--- src/rtl/pipeline_hazard_ctrl.sv ---
// pipeline_hazard_ctrl
//   Stall/flush sequencer for the 5-stage RV32 pipeline (IF/ID/EX/MEM/WB).
//   It keeps a 3-entry destination scoreboard (EX/MEM/WB) and detects RAW
//   hazards against the ID-stage sources. It also turns EX redirects into
//   flushes and freezes the pipe while a DRAM access is outstanding.
// Ports
//   clk, rst               clock, asynchronous active-high reset
//   id_*                   ID-stage instruction fields from the decoder
//   ex_redirect            taken branch / jal / jalr resolved in EX
//   mem_req, mem_ack       DRAM handshake of the MEM-stage instruction
//   stall_pc, stall_if_id  hold PC / IF/ID register
//   flush_if_id            clear IF/ID to a bubble
//   flush_id_ex            insert a bubble into ID/EX
//   freeze                 hold every pipeline register
//   mem_timeout            one-cycle pulse when a DRAM wait is aborted
//   stall_cnt, flush_cnt   saturating event counters
module pipeline_hazard_ctrl #(
  parameter int FORWARD_EN  = 1,
  parameter int RF_BYPASS   = 1,
  parameter int MEM_TIMEOUT = 255
) (
  input  logic        clk,
  input  logic        rst,
  input  logic        id_valid,
  input  logic [4:0]  id_rs1,
  input  logic [4:0]  id_rs2,
  input  logic        id_rs1_re,
  input  logic        id_rs2_re,
  input  logic [4:0]  id_rd,
  input  logic        id_rf_we,
  input  logic        id_is_load,
  input  logic        ex_redirect,
  input  logic        mem_req,
  input  logic        mem_ack,
  output logic        stall_pc,
  output logic        stall_if_id,
  output logic        flush_if_id,
  output logic        flush_id_ex,
  output logic        freeze,
  output logic        mem_timeout,
  output logic [31:0] stall_cnt,
  output logic [31:0] flush_cnt
);

  localparam logic [0:0] ST_IDLE = 1'b0;
  localparam logic [0:0] ST_WAIT = 1'b1;
  localparam int         CW      = $clog2(MEM_TIMEOUT + 2);

  logic [0:0]    state;
  logic [CW-1:0] wait_cnt;

  // A valid entry always has rd != 0, so x0 can never match.
  // Only the EX entry's load flag matters: a load in MEM has its data ready
  // for forwarding, so is_load is not carried further down.
  logic          ex_vld_p0, mem_vld_p1, wb_vld_p2;
  logic [4:0]    ex_rd_p0, mem_rd_p1, wb_rd_p2;
  logic          ex_ld_p0;

  logic id_ent_vld, m_ex, m_mem, m_wb, hazard, frz, timeout_hit, ex_next_vld;

  function automatic logic src_match(input logic vld, input logic [4:0] rd,
                                     input logic [4:0] rs1, input logic [4:0] rs2,
                                     input logic re1, input logic re2);
    return vld & ((re1 & (rs1 == rd)) | (re2 & (rs2 == rd)));
  endfunction

  function automatic logic [31:0] sat_inc(input logic [31:0] v);
    return (v == 32'hFFFF_FFFF) ? v : v + 32'd1;
  endfunction

  always_comb begin
    id_ent_vld  = id_valid & id_rf_we & (id_rd != 5'd0);
    m_ex        = id_valid & src_match(ex_vld_p0,  ex_rd_p0,  id_rs1, id_rs2, id_rs1_re, id_rs2_re);
    m_mem       = id_valid & src_match(mem_vld_p1, mem_rd_p1, id_rs1, id_rs2, id_rs1_re, id_rs2_re);
    m_wb        = id_valid & src_match(wb_vld_p2,  wb_rd_p2,  id_rs1, id_rs2, id_rs1_re, id_rs2_re);
    if (FORWARD_EN != 0) hazard = m_ex & ex_ld_p0;
    else                 hazard = m_ex | m_mem | (m_wb & (RF_BYPASS == 0));
    timeout_hit = (MEM_TIMEOUT != 0) && (state == ST_WAIT) && !mem_ack &&
                  (wait_cnt == CW'(MEM_TIMEOUT));
    // Combinational so the ack cycle itself is already released.
    frz         = ((state == ST_IDLE) & mem_req & !mem_ack) |
                  ((state == ST_WAIT) & !mem_ack & !timeout_hit);
    ex_next_vld = id_ent_vld & !ex_redirect & !hazard;
  end

  // Outputs are gated by rst so that asserting reset clears them at once,
  // even while the inputs are still requesting a freeze or a flush.
  always_comb begin
    stall_pc    = 1'b0;
    stall_if_id = 1'b0;
    flush_if_id = 1'b0;
    flush_id_ex = 1'b0;
    freeze      = 1'b0;
    mem_timeout = 1'b0;
    if (!rst) begin
      mem_timeout = timeout_hit;
      if (frz) begin
        // A redirect seen now is re-presented next cycle since EX is held.
        stall_pc    = 1'b1;
        stall_if_id = 1'b1;
        freeze      = 1'b1;
      end else if (ex_redirect) begin
        flush_if_id = 1'b1;
        flush_id_ex = 1'b1;
      end else if (hazard) begin
        stall_pc    = 1'b1;
        stall_if_id = 1'b1;
        flush_id_ex = 1'b1;
      end
    end
  end

  always_ff @(posedge clk or posedge rst) begin
    if (rst) begin
      state      <= ST_IDLE;
      wait_cnt   <= '0;
      stall_cnt  <= '0;
      flush_cnt  <= '0;
      ex_vld_p0  <= 1'b0;
      mem_vld_p1 <= 1'b0;
      wb_vld_p2  <= 1'b0;
    end else begin
      case (state)
        ST_IDLE: if (mem_req && !mem_ack) begin
          state    <= ST_WAIT;
          wait_cnt <= '0;
        end
        default: if (mem_ack || timeout_hit) state <= ST_IDLE;
                 else                        wait_cnt <= wait_cnt + 1'b1;
      endcase
      if (stall_pc)    stall_cnt <= sat_inc(stall_cnt);
      if (flush_if_id) flush_cnt <= sat_inc(flush_cnt);
      if (!frz) begin
        ex_vld_p0  <= ex_next_vld;
        mem_vld_p1 <= ex_vld_p0;
        wb_vld_p2  <= mem_vld_p1;
      end
    end
  end

  // ---- scoreboard data: EX (p0) -> MEM (p1) -> WB (p2) ----
  always_ff @(posedge clk) begin
    if (!frz) begin
      ex_rd_p0  <= id_rd;
      ex_ld_p0  <= id_is_load;
      mem_rd_p1 <= ex_rd_p0;
      wb_rd_p2  <= mem_rd_p1;
    end
  end

endmodule
--- config.mk ---
export PLATFORM = sky130hd
export DESIGN_NAME = pipeline_hazard_ctrl
export DESIGN_NICKNAME = d
export VERILOG_FILES = /design/src/rtl/pipeline_hazard_ctrl.sv
export SDC_FILE = /design/constraint.sdc
export NUM_CORES = 1
export LEC_CHECK = 0
export CAP_MARGIN = 20
export CELL_PAD_IN_SITES_DETAIL_PLACEMENT = 2
export CELL_PAD_IN_SITES_GLOBAL_PLACEMENT = 2
export CORE_ASPECT_RATIO = 1.5
export CORE_MARGIN = 1.5
export CORE_UTILIZATION = 34
export DETAILED_ROUTE_END_ITERATION = 12
export GPL_TIMING_DRIVEN = 0
export MAX_ROUTING_LAYER = met4
export PLACE_DENSITY = 0.88
export SLEW_MARGIN = 20
export SYNTH_ARGS = -nofsm -noshare
export SYNTH_HDL_FRONTEND = slang
export SYNTH_SLANG_ARGS = --single-unit
--- constraint.sdc ---
create_clock -name clk -period 6.04 [get_ports clk]
set_clock_uncertainty 0.1 [all_clocks]
set_input_delay 0.604 -clock clk [delete_from_list [all_inputs] [get_ports clk]]
set_output_delay 0.604 -clock clk [all_outputs]
set_load 0.02 [all_outputs]
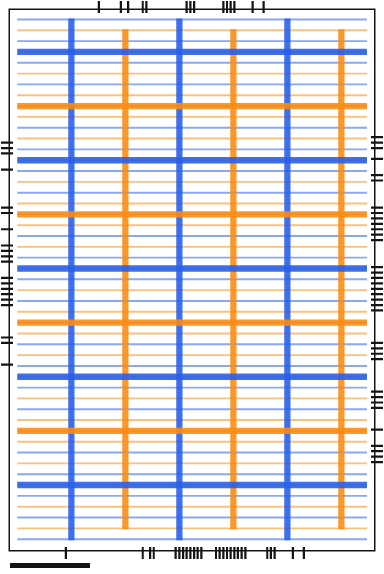
(run_1/power_grid.png)
The bar under the picture is 20 microns long. Pins as bars on the die edge.
Key: blue = VSS; orange = VDD
49 met1 rails follow the rows. 9 straps on met5. 95 signal pins sit on the boundary. The core has 48 rows.
Worst VDD drop: 0.163 mV
Die Span Y: 136 microns
Core Area: 11500 sq um
die width: 91.4 microns

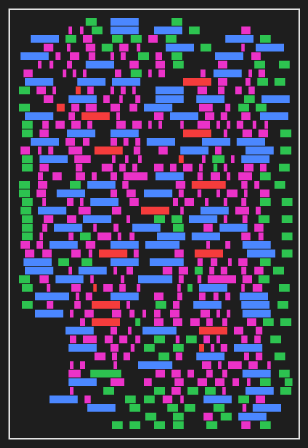
(run_1/placement_by_type.png)
Key: green = remaining buffers and delay cells [cells 101]; red = clock drivers and dummy loads [cells 16]; magenta = combinational and other logic [cells 288]; blue = sequential cells [cells 81]
design area: 5450 sq um
row count: 48
Seq area share: 0.377
Core Util, Final: 0.475

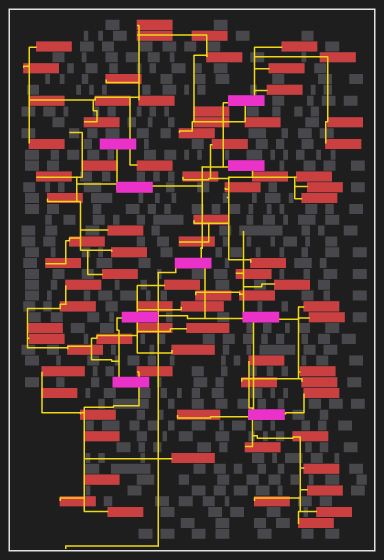
(run_1/clk_routes.png)
Key: yellow = clock wires [length 1180 microns]; magenta = clock drivers [count 9]; red = flip-flops [count 81]
Position of the flops: widely spread. There are 10 routed clock nets.
Worst-Skew Late Latency: 330 ps
P_clk: 0.569 mW

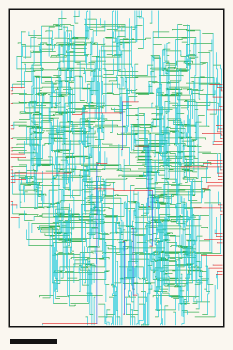
(run_1/wires.png)
The bar under the picture is 20 microns long.
Key: green = metal 1 [wire length 5000 microns]; red = metal 3 [wire length 309 microns]; blue = metal 4 [wire length 199 microns]; cyan = metal 2 [wire length 7280 microns]
routed vias: 3292
WL/cell: 20.1 microns

-- run 1: kinds of logic (layout without fill, tap and decap cells) --
group / after synthesis / after routing / share of synthesized area
AOI/OAI and AO/OA: 13 / 13 / 0.0238
xor gates and xnor gates: 76 / 76 / 0.167
adders and majority gates: 4 / 4 / 0.0125
buffers and inverters: 18 / 129 / 0.0213
DFF: 81 / 81 / 0.516
muxes: 3 / 3 / 0.00847
and+or+nand+nor: 180 / 180 / 0.251
-- run 1: worst max-delay path by stage --
stage                            from            end  slack, ps  cells past startpoint
final                     wait_cnt[1]       stall_pc       1810                     11
after global routing      wait_cnt[1]       stall_pc       1570                     11
after CTS                 wait_cnt[1]       stall_pc       1760                     11
after detailed placement          rst       stall_pc       2140                      8
after global placement            rst    flush_if_id        350                      5
after floorplan                   rst  flush_cnt[16]       2470                      6
==> impl_metrics.tcl, run 1 <==
# implementation run metrics
set metrics [dict create \
    outcome "finished, final reports clean" \
    maxCapViolCount 0 \
    syn-cell-area_sq_um 3990 \
    clkbuf_count 11 \
    fp_util 0.348 \
    min_from "stall_cnt[11]" \
    grt_pass1_vias 3820 \
    holdWs_ps 394 \
    cts_sinks 81 \
    ys_area_sq_um 3990 \
    power_frac_comb 0.182 \
    flops 81 \
    final_layout_top_logic_cells "clkdlybuf4s50_1 (94), dfrtp_1 (75), xnor2_1 (43)" \
    p_comb_mw 0.272 \
    layout.non_clock_inverters 12 \
    synth-edff-count 6 \
    critPathKind "flop to output port" \
    arrival_ps 3530 \
    synthArstFlopShare 0.926 \
    slowest_delay_ps 540 \
    io_pins 95 \
    htreeDepth 3 \
]
==> run 2: changes to the inputs <==
- CORE_UTILIZATION: 34 -> 31
- PLACE_DENSITY: 0.88 -> 0.81
- clock period: 6.04 -> 4.4 ns (I/O delays scaled with it)
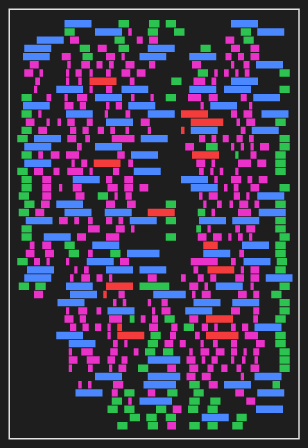
(run_2/placement_by_type.png)
Key: green = remaining buffers and delay cells [cells 101]; magenta = combinational and other logic [cells 288]; blue = sequential cells [cells 81]; red = clock drivers and dummy loads [cells 15]
design area: 5470 sq um
Core Util, Final: 0.437
Seq area share: 0.376
Core Area: 12500 sq um

==> impl_metrics.tcl, run 2 <==
# implementation run metrics
set metrics [dict create \
    outcome "finished, final reports clean" \
    clkbuf_count 12 \
    top_area_cell_class "flip-flops and latches" \
    htreeDepth 3 \
    buf_share 0.184 \
    slowest_delay_ps 520 \
    layout.non_clock_inverters 12 \
    tap_cells 156 \
    p_clk_mw 0.815 \
    simple_gate_share 0.251 \
    wire_per_inst_microns 18.0 \
    p_leak_nw 2.28 \
    area_leaders "dfrtp_1 (47%), xnor2_1 (9.4%), xor2_1 (7.2%)" \
    synthMuxAreaShare 0.00847 \
    io_pins 95 \
    dr.pass1.iters 4 \
    final_nets 510 \
    synthArstFlopShare 0.926 \
    fp.dieH_microns 142 \
    grt_pass1_vias 3693 \
    yosysUniqueCellTypes 49 \
    ys_area_sq_um 3990 \
    vdd_drop_max_mv 0.186 \
    p_total_mw 2.07 \
    flops 81 \
    power_frac_comb 0.176 \
    clk_latency_ps 340 \
    syn-cell-area_sq_um 3990 \
    final_layout_top_logic_cells "clkdlybuf4s50_1 (94), dfrtp_1 (75), xnor2_1 (43)" \
    seqCellArea_sq_um 2060 \
    row_count 50 \
    path_clk_slew_ps 60 \
    die_x_microns 95.6 \
    comb_share 0.338 \
    p_comb_mw 0.364 \
    fp_util 0.319 \
    adder_share 0.0125 \
    xor_area_frac 0.167 \
    critPathKind "flop to output port" \
    topCombFamilyByArea "simple AND/OR/NAND/NOR gates" \
    arrival_ps 3290 \
    num_vias 3283 \
    cts_sinks 81 \
    maxCapViolCount 0 \
    holdWs_ps 400 \
    synth-edff-count 6 \
    dpl_worst_slack_ps 945 \
    layout.cells.most_common "clkdlybuf4s50_1" \
]
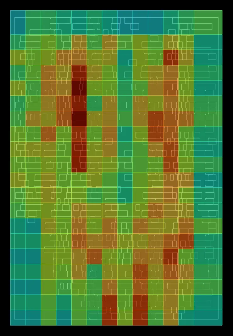
(run_2/congestion.png)
Top Usage Layer GRT: met2
met3 Use GR: 0.0332
GRT Util Overall: 0.192

run 2: metal layers:
metal | track usage | share of wire | vias to the layer above
met1 | 0.216 | 0.39 | 1676
met4 | 0.0604 | 0.015 | 0
li1 | - | - | 1527
met2 | 0.340 | 0.57 | 63
met3 | 0.0332 | 0.031 | 17
met5 | - | 0 | -
run 2: worst paths after layout:
check,from,endpoint,slack (ps),cells past startpoint
setup / recovery,wait_cnt[1],stall_pc,570,11
hold / removal,flush_cnt[18],flush_cnt[18],400,1
setup reg to reg,wait_cnt[1],flush_cnt[26],1480,11
hold reg to reg,flush_cnt[18],flush_cnt[18],400,1
max in group asynchronous,rst,flush_cnt[20],3070,3
min in group asynchronous,rst,ex_vld_p0,550,2
Power and IR drop assume default switching activity.
